### Signal wires by layer, run 1

(4 px per um) Two of the layers only.
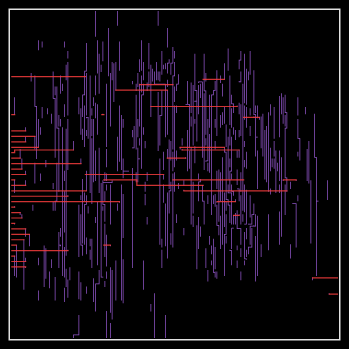
### Routed metal per tile, run 1

(3 px per um) 16 x 16 tiles, from dark purple (low) to yellow (high), scaled to the fullest tile. Values are wire area over tile area, all layers added.
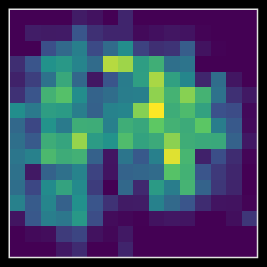
### Close-up of the layout, run 1

Window x 26 to 56, y 26 to 56 um. Cells in gray, sequential cells in the stronger gray; small squares are vias.
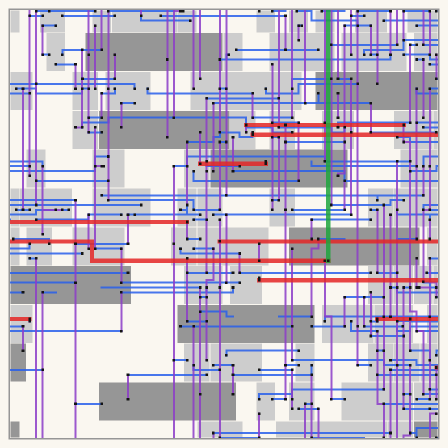
File: config.mk
export PLATFORM = sky130hd
export DESIGN_NAME = lcd_cmd_scheduler_flat
export DESIGN_NICKNAME = d
export VERILOG_FILES = /design/src/rtl/lcd_cmd_scheduler_pkg.sv /design/src/rtl/lcd_cmd_scheduler_if.sv /design/src/rtl/lcd_cmd_scheduler_arbiter.sv /design/src/rtl/lcd_cmd_scheduler.sv /design/src/flat_wrapper.sv
export SDC_FILE = /design/constraint.sdc
export NUM_CORES = 1
export LEC_CHECK = 0
export CORE_MARGIN = 2
export CORE_UTILIZATION = 40
export DETAILED_ROUTE_END_ITERATION = 16
export PLACE_DENSITY = 0.69
export SYNTH_ARGS = -nofsm -noshare
export SYNTH_HDL_FRONTEND = slang
export SYNTH_SLANG_ARGS = --single-unit
File: constraint.sdc
create_clock -name clk -period 5.8 [get_ports clk]
set_input_delay 1.45 -clock clk [delete_from_list [all_inputs] [get_ports clk]]
set_output_delay 1.45 -clock clk [all_outputs]
set_load 0.02 [all_outputs]
File: src/rtl/lcd_cmd_scheduler_pkg.sv
`default_nettype none
// +--------------------------------------------------------------------------+
// | Package     : lcd_pkg                                                    |
// | Description : Shared command codes, init ROM order and FSM state type    |
// |               for the HD44780 command scheduler.                         |
// | Revision    : 1.0 - initial release                                      |
// +--------------------------------------------------------------------------+
package lcd_pkg;

  localparam logic [7:0] CMD_FUNCSET = 8'h38;  // 8-bit bus, 2 lines, 5x8 font
  localparam logic [7:0] CMD_DISPON  = 8'h0C;  // display on, cursor off
  localparam logic [7:0] CMD_ENTRY   = 8'h06;  // increment, no shift
  localparam logic [7:0] CMD_CLEAR   = 8'h01;  // clear display

  localparam logic [1:0] INIT_LAST_IDX = 2'd3;

  typedef enum logic [2:0] {
    PWRUP = 3'd0,
    INIT  = 3'd1,
    IDLE  = 3'd2,
    SETUP = 3'd3,
    EN_HI = 3'd4,
    HOLD  = 3'd5,
    WAIT  = 3'd6
  } lcd_state_t;

  // Init ROM: the fixed power-up command order.
  function automatic logic [7:0] init_cmd(input logic [1:0] idx);
    logic [7:0] cmd;
    case (idx)
      2'd0:    cmd = CMD_FUNCSET;
      2'd1:    cmd = CMD_DISPON;
      2'd2:    cmd = CMD_ENTRY;
      default: cmd = CMD_CLEAR;
    endcase
    return cmd;
  endfunction

  // Clear (0x01) and home (0x02/0x03) are the slow instructions: a command
  // write whose upper six bits are all zero.
  function automatic logic is_long_cmd(input logic rs, input logic [5:0] data_hi);
    return (rs == 1'b0) && (data_hi == 6'd0);
  endfunction

endpackage
`default_nettype wire

File: src/rtl/lcd_cmd_scheduler_if.sv
`default_nettype none
// +--------------------------------------------------------------------------+
// | Interface   : lcd_cmd_scheduler_if                                       |
// | Description : Two-port request/grant bundle between the LCD requesters   |
// |               (keyboard writer A, maintenance B) and the scheduler.      |
// | Revision    : 1.0 - initial release                                      |
// +--------------------------------------------------------------------------+
interface lcd_cmd_scheduler_if;

  logic       req_a;
  logic       rs_a;
  logic [7:0] data_a;
  logic       gnt_a;

  logic       req_b;
  logic       rs_b;
  logic [7:0] data_b;
  logic       gnt_b;

  // Requesters drive req/rs/data and watch for their grant pulse.
  modport master (
    output req_a, rs_a, data_a,
    output req_b, rs_b, data_b,
    input  gnt_a, gnt_b
  );

  // The scheduler samples requests and returns one-cycle grants.
  modport slave (
    input  req_a, rs_a, data_a,
    input  req_b, rs_b, data_b,
    output gnt_a, gnt_b
  );

endinterface
`default_nettype wire

File: src/rtl/lcd_cmd_scheduler_arbiter.sv
`default_nettype none
// +--------------------------------------------------------------------------+
// | Module      : lcd_rr_arbiter                                             |
// | Description : Two-port round-robin arbiter. The winner is combinational  |
// |               from the requests and a last-grant priority register.      |
// | Revision    : 1.0 - initial release                                      |
// +--------------------------------------------------------------------------+
module lcd_rr_arbiter (
  input  wire logic clk,
  input  wire logic rst,     // asynchronous, active-low
  input  wire logic arb_en,  // scheduler is free to accept a command
  input  wire logic req_a,
  input  wire logic req_b,
  output logic      win_a,
  output logic      win_b
);

  // 0: A has priority on a tie, 1: B has priority (A was granted last).
  logic r_prio_b;

  // Winner select: a lone requester always wins; a tie goes to the priority side.
  always_comb begin
    win_a = arb_en & req_a & (~req_b | ~r_prio_b);
    win_b = arb_en & req_b & (~req_a |  r_prio_b);
  end

  // Hand priority to the port that did not just win.
  always_ff @(posedge clk or negedge rst) begin
    if (!rst) begin
      r_prio_b <= 1'b0;
    end else if (win_a) begin
      r_prio_b <= 1'b1;
    end else if (win_b) begin
      r_prio_b <= 1'b0;
    end
  end

endmodule
`default_nettype wire

File: src/rtl/lcd_cmd_scheduler.sv
`default_nettype none
// +--------------------------------------------------------------------------+
// | Module      : lcd_cmd_scheduler                                          |
// | Description : HD44780 bus sequencer. Runs power-up delay and init ROM,   |
// |               then round-robins two requesters onto the LCD bus with     |
// |               programmable setup / enable / busy-wait timing.            |
// | Revision    : 1.0 - initial release                                      |
// +--------------------------------------------------------------------------+
module lcd_cmd_scheduler
  import lcd_pkg::*;
#(
  parameter int PWRUP_CYC     = 750000,
  parameter int SETUP_CYC     = 2,
  parameter int EN_CYC        = 25,
  parameter int WAIT_CYC      = 2000,
  parameter int LONG_WAIT_CYC = 82000
) (
  input  wire logic          clk,
  input  wire logic          rst,        // asynchronous, active-low
  lcd_cmd_scheduler_if.slave bus,
  output logic               busy,
  output logic               init_done,
  output logic [7:0]         lcd_data,
  output logic               lcd_rs,
  output logic               lcd_rw,
  output logic               lcd_en,
  output logic               lcd_on
);

  // One down-counter covers every delay, so it is sized for the longest one.
  localparam int MAX_AB  = (PWRUP_CYC > LONG_WAIT_CYC) ? PWRUP_CYC : LONG_WAIT_CYC;
  localparam int MAX_CD  = (WAIT_CYC > EN_CYC) ? WAIT_CYC : EN_CYC;
  localparam int MAX_ABC = (MAX_AB > MAX_CD) ? MAX_AB : MAX_CD;
  localparam int MAX_CYC = (MAX_ABC > SETUP_CYC) ? MAX_ABC : SETUP_CYC;
  localparam int CW      = $clog2(MAX_CYC) + 1;

  localparam logic [CW-1:0] c_pwrup_ld = CW'(PWRUP_CYC - 1);
  localparam logic [CW-1:0] c_setup_ld = CW'(SETUP_CYC - 1);
  localparam logic [CW-1:0] c_en_ld    = CW'(EN_CYC - 1);
  localparam logic [CW-1:0] c_wait_ld  = CW'(WAIT_CYC - 1);
  localparam logic [CW-1:0] c_long_ld  = CW'(LONG_WAIT_CYC - 1);

  lcd_state_t    r_state;
  logic [CW-1:0] r_cnt;
  logic [1:0]    r_init_idx;
  logic          w_arb_en;
  logic          w_win_a;
  logic          w_win_b;

  // The bus is write-only.
  assign lcd_rw   = 1'b0;
  assign w_arb_en = (r_state == IDLE);

  lcd_rr_arbiter u_arb (
    .clk    (clk),
    .rst    (rst),
    .arb_en (w_arb_en),
    .req_a  (bus.req_a),
    .req_b  (bus.req_b),
    .win_a  (w_win_a),
    .win_b  (w_win_b)
  );

  // Main sequencer: state, delay counter and every registered bus output.
  always_ff @(posedge clk or negedge rst) begin
    if (!rst) begin
      r_state    <= PWRUP;
      r_cnt      <= c_pwrup_ld;
      r_init_idx <= 2'd0;
      lcd_data   <= 8'h00;
      lcd_rs     <= 1'b0;
      lcd_en     <= 1'b0;
      lcd_on     <= 1'b0;
      bus.gnt_a  <= 1'b0;
      bus.gnt_b  <= 1'b0;
      busy       <= 1'b1;
      init_done  <= 1'b0;
    end else begin
      lcd_on    <= 1'b1;
      bus.gnt_a <= 1'b0;
      bus.gnt_b <= 1'b0;
      // Free-running decrement; each state transition reloads below.
      if (r_cnt != '0) begin
        r_cnt <= r_cnt - 1'b1;
      end

      case (r_state)
        PWRUP: begin
          if (r_cnt == '0) begin
            r_state <= INIT;
          end
        end

        INIT: begin
          lcd_data <= init_cmd(r_init_idx);
          lcd_rs   <= 1'b0;
          r_cnt    <= c_setup_ld;
          r_state  <= SETUP;
        end

        IDLE: begin
          if (w_win_a || w_win_b) begin
            bus.gnt_a <= w_win_a;
            bus.gnt_b <= w_win_b;
            lcd_data  <= w_win_a ? bus.data_a : bus.data_b;
            lcd_rs    <= w_win_a ? bus.rs_a   : bus.rs_b;
            busy      <= 1'b1;
            r_cnt     <= c_setup_ld;
            r_state   <= SETUP;
          end
        end

        SETUP: begin
          if (r_cnt == '0) begin
            lcd_en  <= 1'b1;
            r_cnt   <= c_en_ld;
            r_state <= EN_HI;
          end
        end

        EN_HI: begin
          if (r_cnt == '0) begin
            lcd_en  <= 1'b0;
            r_state <= HOLD;
          end
        end

        HOLD: begin
          r_cnt   <= is_long_cmd(lcd_rs, lcd_data[7:2]) ? c_long_ld : c_wait_ld;
          r_state <= WAIT;
        end

        WAIT: begin
          if (r_cnt == '0) begin
            if (init_done) begin
              busy    <= 1'b0;
              r_state <= IDLE;
            end else if (r_init_idx == INIT_LAST_IDX) begin
              init_done <= 1'b1;
              busy      <= 1'b0;
              r_state   <= IDLE;
            end else begin
              r_init_idx <= r_init_idx + 2'd1;
              r_state    <= INIT;
            end
          end
        end

        default: begin
          lcd_en  <= 1'b0;
          r_cnt   <= c_pwrup_ld;
          r_state <= PWRUP;
        end
      endcase
    end
  end

endmodule
`default_nettype wire

File: src/flat_wrapper.sv
// flat-port wrapper written by rule: the top's interface ports become plain ports
module lcd_cmd_scheduler_flat import lcd_pkg::*;
#(
  parameter int PWRUP_CYC     = 750000,
  parameter int SETUP_CYC     = 2,
  parameter int EN_CYC        = 25,
  parameter int WAIT_CYC      = 2000,
  parameter int LONG_WAIT_CYC = 82000
)
  (clk, rst, busy, init_done, lcd_data, lcd_rs, lcd_rw, lcd_en, lcd_on, bus_req_a, bus_rs_a, bus_data_a, bus_req_b, bus_rs_b, bus_data_b, bus_gnt_a, bus_gnt_b);
  lcd_cmd_scheduler_if bus_i ();
  input  wire logic clk;
  input  wire logic rst;
  output logic busy;
  output logic init_done;
  output logic [7:0] lcd_data;
  output logic lcd_rs;
  output logic lcd_rw;
  output logic lcd_en;
  output logic lcd_on;
  input wire logic [$bits(bus_i.req_a)-1:0] bus_req_a;
  input wire logic [$bits(bus_i.rs_a)-1:0] bus_rs_a;
  input wire logic [$bits(bus_i.data_a)-1:0] bus_data_a;
  input wire logic [$bits(bus_i.req_b)-1:0] bus_req_b;
  input wire logic [$bits(bus_i.rs_b)-1:0] bus_rs_b;
  input wire logic [$bits(bus_i.data_b)-1:0] bus_data_b;
  output wire logic [$bits(bus_i.gnt_a)-1:0] bus_gnt_a;
  output wire logic [$bits(bus_i.gnt_b)-1:0] bus_gnt_b;
  assign bus_i.req_a = bus_req_a;
  assign bus_i.rs_a = bus_rs_a;
  assign bus_i.data_a = bus_data_a;
  assign bus_i.req_b = bus_req_b;
  assign bus_i.rs_b = bus_rs_b;
  assign bus_i.data_b = bus_data_b;
  assign bus_gnt_a = bus_i.gnt_a;
  assign bus_gnt_b = bus_i.gnt_b;
  lcd_cmd_scheduler #(.PWRUP_CYC(PWRUP_CYC), .SETUP_CYC(SETUP_CYC), .EN_CYC(EN_CYC), .WAIT_CYC(WAIT_CYC), .LONG_WAIT_CYC(LONG_WAIT_CYC)) u_core (.clk(clk), .rst(rst), .bus(bus_i), .busy(busy), .init_done(init_done), .lcd_data(lcd_data), .lcd_rs(lcd_rs), .lcd_rw(lcd_rw), .lcd_en(lcd_en), .lcd_on(lcd_on));
endmodule
==> impl_metrics.py, run 1 <==
# Auto-generated metrics
metrics = {
    "yosys": {
        "synth_chip_area_um2": 2450,
        "synth-main-ff-cell": "dfrtp_1",
        "edff_count_synth": 0,
        "synth_sequential_area_ratio": 0.436,
        "postSynth.asyncResetShare": 1.00,
        "average_footprint_of_a_synthesized_cell_um2": 10.2,
        "synth.distinct_cells": 60,
        "synth.net_count": 268,
        "synth.top_cell.area_share": 0.286,
        "synthCells": 240,
        "yosysTopAreaCell": "dfrtp_1",
        "netlist_top_cells_area": "dfrtp_1, dfstp_2, mux2i_1",
        "number_of_cells_in_the_yosys_synthesis_report": 240,
        "netlist_area_um2": 2450,
        "yosysMostFrequentCell": "dfrtp_1",
    },
    "worst_setup_path": {
        "critical_path.endpoint": "u_core.lcd_data[1]",
        "timing.rr.start": "u_core.r_cnt[0]",
        "r2r_cells": 10,
        "worstSetupEndpointType": "flip-flop",
        "worstPathRequired_ns": 5.99,
        "worstPathArrival_ns": 3.56,
        "cp_max_fo": 10,
        "critical_path_type": "input port to flip-flop",
        "setup.reg_to_reg.worst_slack_ns": 3.34,
    },
    "cts": {
        "postCtsSetupBuffers": 0,
        "tritoncts": "done",
        "cts-resized-gates": 0,
        "tritoncts.num_buffers": 5,
        "clock_latency_ns": 0.31,
        "clk_pin_slew_ns": 0.08,
        "postCtsHoldBufs": 0,
        "clock_sink_count": 42,
    },
    "layout": {
        "final_cell_count_no_fill": 349,
        "antenna_cells": 0,
        "num-nets-final": 301,
        "postLayoutCoreUtil": 0.494,
        "layout.filler_cells": 565,
        "register_area_um2": 1070,
        "multi_input_comb_area_um2": 1280,
        "area.growth.synth_to_final_pct": 19.4,
    },
    "global_route": {
        "first_pass_grt_wire_length_um": 9320,
        "largest_net_degree_at_the_start_of_global_routing": 43,
        "first_global_vias": 1935,
        "track_usage": 0.181,
        "grt_antenna_before_repair": 0,
    },
    "run_status": {
        "status": "complete, no violations",
    },
    "pwr": {
        "power.density_cell_area_nw_per_um2": 180,
        "switchingPower_uw": 120,
        "power.share.clock": 0.383,
        "p_seq_frac": 0.558,
        "netSwitchingFraction": 0.227,
        "ir_drop_uv": 82.5,
        "cellInternalPower_uw": 407,
    },
    "sta": {
        "timing.final.crit_period_ns": 3.37,
        "finalSetupTns_ns": 0,
        "final-hold-violation-count": 0,
        "final.setup_skew_ns": 0.00576,
        "fmaxAchievable_mhz": 297,
        "setup_slack_ns": 2.43,
        "setup_viol": 0,
        "setup_repair_after_global_routing_missed_its_margin": "false",
        "hold_ws_ns": 0.502,
    },
    "placement": {
        "dpl_worst_slack_ns": 2.10,
        "global_placer_s_final_weighted_congestion": 0.801,
        "half_perimeter_wire_length_of_the_detailed_placement_result_um": 3910,
    },
    "drt": {
        "route.detailed.vias_per_inst": 5.59,
        "drt_pass1_iterations": 4,
        "drc": 0,
        "totalWireLength_um": 5540,
        "antenna_violating_nets_post_route": 0,
        "routed_wire_length_per_instance_um": 15.9,
        "vias": 1952,
    },
    "floorplan": {
        "die_area_um2": 6770,
        "number_of_primary_i_o_pins": 38,
        "die_h_um": 82.3,
        "initCoreUtil": 0.414,
    },
    "job": {
        "warnings": 29,
        "max_cap_viol_count": 0,
    },
}
Notes on 'Signal wires by layer' above:
Key: M3 = red [wire length 373 um]; M2 = purple [wire length 2620 um]

Notes on 'Routed metal per tile' above:
The densest ninth of the die: center. 22% of the tiles are over half the peak. The fullest tile reaches 0.48. 23% of the tiles are nearly empty. The mean over all tiles is 0.13.

Notes on 'Close-up of the layout' above:
Key: M3 = red; M4 = green; M1 = blue; M2 = purple
Most frequent: nor2_1 (7), a21oi_1 (6). Sequential cells in the window: 8. Netlist names of flops here include u_core.r_cnt (6). 62 logic cells have their middle in the window.

run 1: through the flow:
stage               total power [uW]  instance area [um2]
floorplan                        309                 2450
global placement                 331                 2830
detailed placement               332                 2830
CTS                              535                 2930
global route                     547                 2930
finish                           527                 2930
run 1: worst min path at each step:
| stage | start | endpoint | slack (ns) | cells past startpoint |
|---|---|---|---|---|
| 6_report | u_core.init_done | u_core.init_done | 0.50 | 1 |
| 3_3_place_gp | u_core.init_done | u_core.init_done | 0.49 | 1 |
| 3_5_place_dp | u_core.init_done | u_core.init_done | 0.49 | 1 |
| 4_1_cts | u_core.init_done | u_core.init_done | 0.51 | 1 |
| 2_1_floorplan | u_core.u_arb.r_prio_b | u_core.u_arb.r_prio_b | 0.47 | 1 |
| 5_1_grt | u_core.busy | u_core.busy | 0.53 | 1 |
run 1: state kept, by name, summed over array words and instances (netlist names):
name	count
u_core.lcd_on	1
u_core.init_done	1
u_core.r_cnt	21
u_core.r_init_idx	2
u_core.u_arb.r_prio_b	1
u_core.lcd_rs	1
u_core.bus.gnt_a	1
u_core.r_state	3
u_core.busy	1
u_core.lcd_en	1
u_core.lcd_data	8
u_core.bus.gnt_b	1
run 1: cell type report:
cell class / count / share of cell area
inverter: 9 / 0.0115
multi-input combinational: 179 / 0.438
clock buffer: 7 / 0.0295
tap: 75 / 0.0321
clock inverter: 1 / 0.00171
timing repair buffer: 36 / 0.121
sequential: 42 / 0.365
run 1: power groups by stage:
stage	logic, uW	clock network (uW)	registers (uW)
4_1_cts	32.0	209	294
3_5_place_dp	31.8	0	300
2_1_floorplan	8.19	0	301
3_3_place_gp	31.4	0	300
5_1_grt	33.9	218	294
6_report	31.0	202	294
run 1: cell families (layout without fill, tap and decap cells):
| logic type | after synthesis | count (layout) | share of synthesized area |
|---|---|---|---|
| fa+ha+maj | 6 | 6 | 0.0306 |
| buf+inv | 19 | 53 | 0.0403 |
| flops | 42 | 42 | 0.436 |
| xor+xnor | 4 | 4 | 0.0143 |
| other cells | 2 | 2 | 0.00307 |
| mux | 19 | 19 | 0.0833 |
| compound gates | 73 | 73 | 0.193 |
| simple gates | 75 | 75 | 0.200 |
run 1: cells in the final DEF (no fill, tap or decap), types with 2 or more instances in the layout:
master / instances
mux2_2: 7
inv_1: 9
nor4_1: 2
nand2_1: 13
o21ai_0: 21
conb_1: 2
and3_1: 2
nor2_1: 19
nand3_2: 2
ha_1: 6
or3_1: 4
mux2i_1: 11
or4_1: 2
nor4_4: 5
o211ai_1: 3
nand3_1: 4
clkbuf_8: 6
o21ai_1: 2
a211oi_1: 3
a21oi_1: 15
nor3_1: 6
a21o_1: 3
clkdlybuf4s50_1: 35
a31oi_1: 5
and2_1: 2
dfrtp_1: 28
dfstp_2: 14
xnor2_1: 4
o41ai_1: 6
run 1: critical path, stage by stage:
cell	delay (ns)
clkdlybuf4s50_1	0.54
a21boi_1	0.91
mux2i_1	0.29
o21ai_0	0.10
mux2_2	0.27
run 1: layer usage:
metal / share of wire / up-vias / global-route usage
met4: 0.018 / 0 / 0.0817
met2: 0.47 / 60 / 0.281
li1: - / 959 / -
met5: 0 / - / 0
met3: 0.067 / 9 / 0.0511
met1: 0.44 / 924 / 0.234
==> run 1 -> run 2 <==
PLACE_DENSITY = 0.72   (was 0.69)
clock period = 2.9 ns   (was 5.8 ns; I/O delays follow)
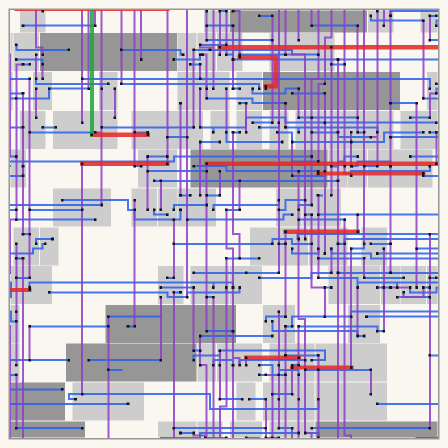
*Close-up of the layout, run 2*
Window x 26 to 56, y 26 to 56 um. Cells in gray, sequential cells in the stronger gray; small squares are vias.
Key: M2 = purple; M3 = red; M4 = green; M1 = blue
61 logic cells have their middle in the window. Most frequent: a21oi_1 (7), nor2_1 (6), inv_1 (5). Sequential cells in the window: 6. Netlist names of flops here include u_core.r_cnt (6).

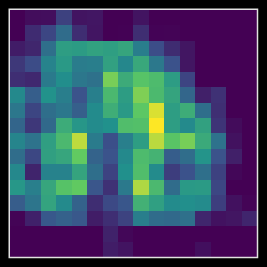
*Routed metal per tile, run 2*
(3 px per um) 16 x 16 tiles, from dark purple (low) to yellow (high), scaled to the fullest tile. Values are wire area over tile area, all layers added.
routed wire length: 5430 um
vias: 1977
GRT Total Usage: 0.176
WL per Instance: 15.4 um

==> impl_metrics.py, run 2 <==
# Auto-generated metrics
metrics = {
    "run_status": {
        "status": "complete, no violations",
    },
    "placement": {
        "half_perimeter_wire_length_of_the_detailed_placement_result_um": 3950,
        "dpl_worst_slack_ns": 0.299,
        "global_placer_s_final_weighted_congestion": 0.832,
    },
    "drt": {
        "antenna_violating_nets_post_route": 0,
        "drt_pass1_iterations": 4,
        "route.detailed.vias_per_inst": 5.62,
        "drc": 0,
    },
    "cts": {
        "postCtsHoldBufs": 0,
        "clock_sink_count": 42,
        "clk_pin_slew_ns": 0.08,
        "postCtsSetupBuffers": 0,
        "tritoncts.num_buffers": 5,
        "cts-resized-gates": 0,
    },
    "layout": {
        "biggestRegsByFlops": "u_core.r_cnt x21, u_core.lcd_data x8, u_core.r_state x3",
        "largest_register_ff_count": 21,
        "area.growth.synth_to_final_pct": 20.5,
        "most_instantiated_logic_cell_after_routing": "clkdlybuf4s50_1",
        "num-nets-final": 304,
        "top_register_by_number_of_flip_flops": "u_core.r_cnt",
        "final_cell_count_no_fill": 352,
    },
    "floorplan": {
        "die_area_um2": 6770,
        "number_of_primary_i_o_pins": 38,
        "initCoreUtil": 0.414,
    },
    "sta": {
        "setup_slack_ns": 0.425,
        "final-hold-violation-count": 0,
        "timing.final.crit_period_ns": 2.48,
        "setup_viol": 0,
        "final.setup_skew_ns": 0.00832,
        "setup_repair_after_global_routing_missed_its_margin": "false",
        "fmaxAchievable_mhz": 404,
    },
    "job": {
        "warnings": 29,
        "max_cap_viol_count": 0,
    },
    "pwr": {
        "power.density_cell_area_nw_per_um2": 355,
    },
    "yosys": {
        "synthCells": 240,
        "netlist_top_cells_area": "dfrtp_1, dfstp_2, mux2i_1",
        "synth_chip_area_um2": 2450,
        "synth.top_cell.area_share": 0.286,
        "synth_sequential_area_ratio": 0.436,
        "synth.net_count": 268,
        "number_of_cells_in_the_yosys_synthesis_report": 240,
        "yosysMostFrequentCell": "dfrtp_1",
        "edff_count_synth": 0,
        "synth-main-ff-cell": "dfrtp_1",
        "synth.distinct_cells": 60,
        "yosysTopAreaCell": "dfrtp_1",
        "netlist_area_um2": 2450,
        "postSynth.asyncResetShare": 1.00,
    },
    "worst_setup_path": {
        "cells_traversed_along_the_worst_timing_path": "inv_1, ha_1, nor3b_2, nand3_2, nor2_4, inv_1, ha_1, o21ai_0, nor2_1, a21oi_1",
        "timing.critical_path.buf_inv": 2,
        "critical_path_type": "flip-flop to flip-flop",
        "crit_path_max_incr_delay_ns": 0.51,
        "worstSetupEndpointType": "flip-flop",
        "cp_max_fo": 9,
        "worstPathArrival_ns": 2.70,
    },
    "global_route": {
        "grt_antenna_before_repair": 0,
        "largest_net_degree_at_the_start_of_global_routing": 43,
        "first_global_vias": 1974,
    },
}
==> run 2: cell count changes in the layout (fill, tap and decap cells not counted), sizes merged <==
cell / before / now
clkinvlp: 0 / 1
clkbuf: 7 / 6
buf: 1 / 4
==> run 2: worst reg2reg max path: stages (launching register included) <==
cell     delay (ns)
dfstp_2        0.39
inv_1          0.09
ha_1           0.21
nor3b_2        0.51
nand3_2        0.31
nor2_4         0.25
inv_1          0.13
ha_1           0.28
o21ai_0        0.07
nor2_1         0.05
a21oi_1        0.13
==> run 2: final timing paths <==
kind	start	to	slack (ns)	depth (start not counted)
hold / removal	u_core.init_done	u_core.init_done	0.51	1
setup reg to reg	u_core.r_cnt[0]	u_core.r_cnt[0]	0.42	10
setup / recovery	u_core.r_cnt[0]	u_core.r_cnt[0]	0.42	10
max in group asynchronous	rst	u_core.init_done	1.75	1
hold reg to reg	u_core.init_done	u_core.init_done	0.51	1
min in group asynchronous	rst	u_core.r_cnt[15]	0.57	1
==> run 2: layer usage <==
| metal | GRT usage | vias to the layer above | part of all wire |
|---|---|---|---|
| met5 | 0 | - | 0 |
| met4 | 0.0433 | 0 | 0.0035 |
| met3 | 0.0446 | 2 | 0.054 |
| met2 | 0.289 | 60 | 0.47 |
| met1 | 0.233 | 950 | 0.47 |
| li1 | - | 965 | - |
==> run 2: area by class of cell <==
cell class	count	area, um2
fillers	544	2970
clock inverters	2	12.5
repair buffers	39	378
clock buffers	6	82.6
multi-input cells	179	1280
well taps	75	93.8
inverters	9	33.8
flip-flops and latches	42	1070
==> run 2: through the flow <==
stage	instance area, um2	util	hold slack, ns	total power [uW]
after floorplan	2450	-	0.429	618
after detailed placement	2860	0.482	0.497	663
final	2950	0.499	0.510	1050
after CTS	2950	0.499	0.517	1060
after global placement	2860	0.482	0.492	662
after global routing	2950	0.499	0.530	1090
==> run 2: power by group <==
group	leakage [uW]	internal [uW]	switching, uW
Clock	0.0000472	192	206
Combinational	0.000656	34.6	28.0
Sequential	0.000493	588	0.520
==> run 2: kinds of logic after synthesis <==
kind of cell,Yosys count,share of synthesized area
flops,42,0.436
fa+ha+maj,6,0.0306
xor+xnor,4,0.0143
compound gates,73,0.193
mux,19,0.0833
other cells,2,0.00307
buf+inv,19,0.0403
simple gates,75,0.200
==> run 2 -> run 3 <==
CAP_MARGIN = 20   (was default)
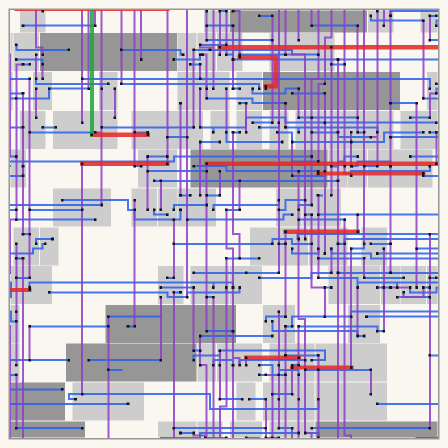
*Close-up of the layout, run 3*
Window x 26 to 56, y 26 to 56 um. Cells in gray, sequential cells in the stronger gray; small squares are vias.
Key: M3 = red; M1 = blue; M4 = green; M2 = purple
Sequential cells in the window: 6. Most frequent: a21oi_1 (7), nor2_1 (6), inv_1 (5). Netlist names of flops here include u_core.r_cnt (6). 61 logic cells have their middle in the window.

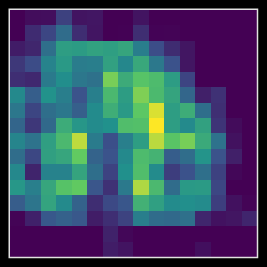
*Routed metal per tile, run 3*
(3 px per um) 16 x 16 tiles, from dark purple (low) to yellow (high), scaled to the fullest tile. Values are wire area over tile area, all layers added.
The densest ninth of the die: center. The emptiest ninth of the die: north-east. 23% of the tiles are over half the peak.

==> impl_metrics.py, run 3 <==
# Auto-generated metrics
metrics = {
    "drt": {
        "vias": 1977,
        "totalWireLength_um": 5430,
        "drc": 0,
        "antenna_violating_nets_post_route": 0,
    },
    "layout": {
        "design_area_um2": 2950,
        "biggestRegsByFlops": "u_core.r_cnt x21, u_core.lcd_data x8, u_core.r_state x3",
        "largest_register_ff_count": 21,
        "top_register_by_number_of_flip_flops": "u_core.r_cnt",
        "postLayoutCoreUtil": 0.499,
        "most_instantiated_logic_cell_after_routing": "clkdlybuf4s50_1",
    },
    "worst_setup_path": {
        "worstSetupEndpointType": "flip-flop",
        "cp_max_fo": 9,
        "r2r_cells": 10,
        "crit_path_max_incr_delay_ns": 0.51,
        "cells_traversed_along_the_worst_timing_path": "inv_1, ha_1, nor3b_2, nand3_2, nor2_4, inv_1, ha_1, o21ai_0, nor2_1, a21oi_1",
        "critical_path_type": "flip-flop to flip-flop",
        "worst_flop_to_flop_path_endpoint": "u_core.r_cnt[0]",
        "timing.rr.start": "u_core.r_cnt[0]",
    },
    "cts": {
        "postCtsSetupBuffers": 0,
        "cts-resized-gates": 0,
        "clock_sink_count": 42,
        "clk_pin_slew_ns": 0.08,
    },
    "placement": {
        "half_perimeter_wire_length_of_the_detailed_placement_result_um": 3950,
        "detailed_place.area_um2": 2860,
        "dpl_worst_slack_ns": 0.299,
    },
    "yosys": {
        "synth_chip_area_um2": 2450,
        "post_synth_fa_ha_maj_area_fraction": 0.0306,
        "netlist_top_cells_area": "dfrtp_1, dfstp_2, mux2i_1",
        "synth.net_count": 268,
        "synth.distinct_cells": 60,
        "postSynth.asyncResetShare": 1.00,
        "synth_sequential_area_ratio": 0.436,
        "synthSimpleGateAreaFrac": 0.200,
        "compound_gate_fraction_of_synth_area": 0.193,
        "synthCells": 240,
        "ys_top_logic_family": "simple AND/OR/NAND/NOR gates",
        "number_of_cells_in_the_yosys_synthesis_report": 240,
        "edff_count_synth": 0,
        "synth.top_cell.area_share": 0.286,
        "synthMuxAreaShare": 0.0832,
    },
    "global_route": {
        "first_global_vias": 1974,
        "track_usage": 0.176,
    },
    "floorplan": {
        "initCoreUtil": 0.414,
        "number_of_primary_i_o_pins": 38,
    },
    "pwr": {
        "switchingPower_uw": 235,
        "power.share.clock": 0.379,
        "p_seq_frac": 0.561,
        "power.density_cell_area_nw_per_um2": 355,
        "comb_power_share": 0.060,
        "netSwitchingFraction": 0.224,
    },
    "sta": {
        "timing.final.crit_period_ns": 2.48,
        "setup_slack_ns": 0.425,
        "fmaxAchievable_mhz": 404,
        "final.setup_skew_ns": 0.00832,
    },
    "run_status": {
        "status": "complete, no violations",
    },
    "worst_hold_path": {
        "min_delay_worst_endpoint": "u_core.init_done",
        "depth_of_the_worst_hold_timing_path": 1,
        "timing.hold.worst.start": "u_core.init_done",
    },
    "job": {
        "warnings": 29,
    },
}
-- run 3: cell families (layout without fill, tap and decap cells) --
| logic type | count (synthesis) | count (layout) |
|---|---|---|
| xor gates and xnor gates | 4 | 4 |
| adders and majority gates | 6 | 6 |
| buffers and inverters | 19 | 56 |
| AOI/OAI and AO/OA | 73 | 73 |
| muxes | 19 | 19 |
| and+or+nand+nor | 75 | 75 |
| DFF | 42 | 42 |
| other | 2 | 2 |
-- run 3: cell type report --
type	instances	area, um2	area share
clock buffers	6	82.6	0.0280
clock inverters	2	12.5	0.00424
inverters	9	33.8	0.0114
multi-input cells	179	1280	0.435
flip-flops and latches	42	1070	0.362
well taps	75	93.8	0.0318
repair buffers	39	378	0.128
-- run 3: metal layers --
layer,vias up,track usage,part of all wire
met5,-,0,0
met4,0,0.0433,0.0035
li1,965,-,-
met2,60,0.289,0.47
met1,950,0.233,0.47
met3,2,0.0446,0.054
-- run 3: stage by stage --
step,instances,power [uW]
global placement,344,662
floorplan,240,618
detailed placement,344,663
global route,352,1090
finish,352,1050
CTS,352,1060
-- run 3: how the worst max path moves through the flow --
stage                          from                 end
global route        u_core.r_cnt[0]     u_core.r_cnt[0]
detailed placement        bus_req_a  u_core.lcd_data[5]
global placement          bus_req_a  u_core.lcd_data[1]
CTS                 u_core.r_cnt[0]     u_core.r_cnt[0]
finish              u_core.r_cnt[0]     u_core.r_cnt[0]
floorplan           u_core.r_cnt[0]     u_core.r_cnt[0]
-- run 3: power by group through the flow --
| stage | clock, uW | combinational, uW | sequential [uW] |
|---|---|---|---|
| finish | 398 | 62.6 | 589 |
| global route | 435 | 69.2 | 589 |
| floorplan | 0 | 16.4 | 601 |
| global placement | 0 | 62.4 | 599 |
| CTS | 406 | 63.7 | 589 |
| detailed placement | 0 | 63.6 | 599 |
-- run 3: critical path: cells and delay by family, from the launching register on --
kind	cells	cell delay [ns]
AOI/OAI and AO/OA	2	0.20
buffers and inverters	2	0.22
DFF	1	0.39
and+or+nand+nor	4	1.12
adders and majority gates	2	0.49
Power figures rest on the tool's default switching activity, not on a simulated workload.
